Design weight_loader, sky130hd; sources not shown.
**Cells colored by class**

Fill, decap, tap and diode cells in gray.
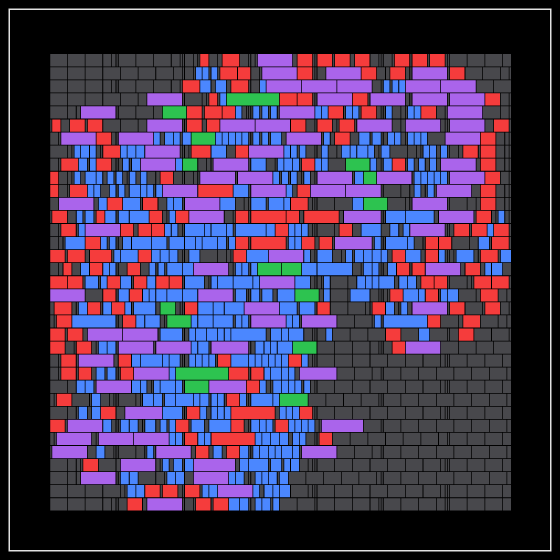
Key: red = other buffers and delay cells [cells 168]; green = clock drivers and dummy loads [cells 16]; blue = combinational and other logic [cells 392]; purple = flops [cells 87]
area of the core region: 9150 um^2
post-layout instance area: 5720 um^2
utilization after layout: 0.625
Seq/total area: 0.307

**Clock distribution**

Scale bar: 20 um.
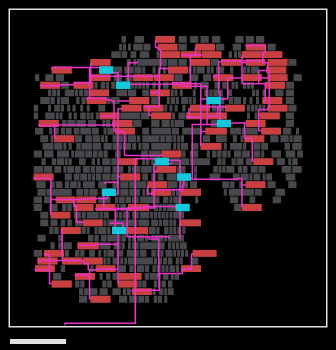
Key: cyan = clock drivers [count 9]; magenta = clock wires [length 1150 um]; red = flip-flops [count 87]
There are 10 routed clock nets. Position of the flops: widely spread.
clock insertion delay at the later pin of the skew report: 360 ps
proportion of power drawn by the clock network: 0.428
reported clock group power: 1.73 mW

==> summary.txt <==
impl run done, here's what came out: outcome=complete, no violations, number of design rule violations left after detail routing=0, setup slack on the worst flop-to-flop path=6 ps, critical path arrival=1980 ps, sequential share of power=0.506, number of fill cells in the layout=about 740, post-synthesis chip area from yosys=3720 um^2, ANT nets after route=0, Detailed Routing Iterations Pass 1=5, total power=slightly above 4 mW, post-layout instance count excluding filler cells=around 770, vias after detailed routing=just under 4000, P&R area growth vs syn=53.6%, Hold/Removal Path Class=input pin to flop, switching part of the total=0.247, highest-count logic cell in the final layout=nor2_1, CTS clk-pin slew, worst paths=~100 ps, final total negative setup slack=0 ps, worst hold-check slack=394 ps, number of buffers added by the clock tree synthesis step=9, CP Launch Type=flop, sink count of the clock tree=87, post-synthesis sequential element count=87, WS Path Type=flop to flop, via count of the first global-routing pass=a little under 4000, detailed-route vias per instance=approximately 5.0, final critical-path setup slack=around 5.7 ps, die area=12600 um^2, final period demand of the worst path=~1700 ps, data required time of the critical path=roughly 2000 ps, antenna diode count=0, clock root cell=clkbuf_8, tool warnings=31, final WL=11800 um, mean routed wirelength per cell=15.2 um, largest net degree at the start of global routing=43, fp util=0.407, total number of yosys warnings=0, worst-case headroom to the max-slew limit=0.784, Max Cap Violations=0, horizontal die size=112 um, worst vdd rail ir drop=around 0.4 mV, Synth Cell Area=3720 um^2, quantity of hold-fixing buffers added after cts=0, Syn Area/Cell=7.49 um^2, Post-CTS Repair Setup Buffers=6, synthesized instance count=between 400 and 500, fraction of final layout cells with drive strength greater than 1=0.279, cycle use final=0.997, cell-internal power=roughly 3.1 mW, die extent in y=112 um, post_cts resized=about 110, CP endpoint kind=flop, CTS tree=yes, # rows=35, number of I/O port buffers=roughly 95, leakage power total=2.74 nW, final hold violations=0, Iter 0 DRT Violations=289, initial antenna violation count=0, MI comb area=roughly 1900 um^2, Mapped Nets=roughly 540, Detailed Place HPWL=between 7000 and 8000 um, H-tree depth=3, number of cells after detailed placement=roughly 740, Worst Tran Pin Value=324 ps, setup violation total in the final timing report=0, instance count along the most critical hold path=3, sequential share of the synthesized area=0.468, Worst Reg-to-Reg Cells=9, commonest cells after routing, fill and taps aside=nor2_1 (99), dfxtp_1 (79), dlygate4sd2_1 (68), PwrDens=between 700 and 800 nW/um^2, part of the power in combinational logic=0.066, highest attainable clock frequency=about 590 MHz, register area=1760 um^2, crit path max fanout=2
## kinds of logic (layout without fill, tap and decap cells)
kind of cell,Yosys count,count (layout),synth area share
adder cells (fa/ha/maj),5,5,0.0168
buffers and inverters,70,236,0.0844
AND/OR/NAND/NOR,253,253,0.298
flip-flops,87,87,0.468
AND-OR/OR-AND,70,70,0.105
XOR/XNOR,12,12,0.0282
## power by group through the flow
stage               sequential, mW  clock (mW)  combinational (mW)
finish                        2.05        1.73               0.268
CTS                           2.06        1.73               0.238
detailed placement            2.10           0               0.252
global route                  2.05        1.83               0.291
floorplan                     2.10           0              0.0840
global placement              2.10           0               0.248
## layout make-up
cell class,count,share of cell area
multi-input cells,340,0.333
flip-flops and latches,87,0.307
repair buffers,168,0.258
inverters,52,0.0359
well taps,111,0.0243
clock buffers,9,0.0217
clock inverters,7,0.0197
## cell usage after synthesis, drive strengths merged
cell,number,area share
a21oi,28,0.041
buf,8,0.018
clkbuf,10,0.013
dfxtp,87,0.47
ha,5,0.017
inv,52,0.054
nand2,85,0.090
nand3,25,0.038
nand4,5,0.0084
nor2,121,0.13
nor3,9,0.015
nor3b,4,0.0081
nor4,2,0.0034
o211ai,1,0.0020
o21ai,40,0.060
o31ai,1,0.0020
or2,2,0.0034
xnor2,1,0.0024
xor2,11,0.026
## worst max-delay path, cell delays in order, from the launching register on
cell     delay (ps)
dfxtp_1         350
inv_1            90
nand2_1          80
nand2_1          60
nor2_1          170
nand3_2         150
nor2_4          160
ha_4            210
or2_4           240
a21oi_2         120
## routing by layer
metal  GRT usage  up-vias  wire, um
met5           0        -         0
met4      0.0540        0       313
met3      0.0499       34       969
met2       0.293      162      5870
met1       0.196     1793      4600
li1            -     1890         -
No activity file was given, so power comes from the tool's default toggle rates.
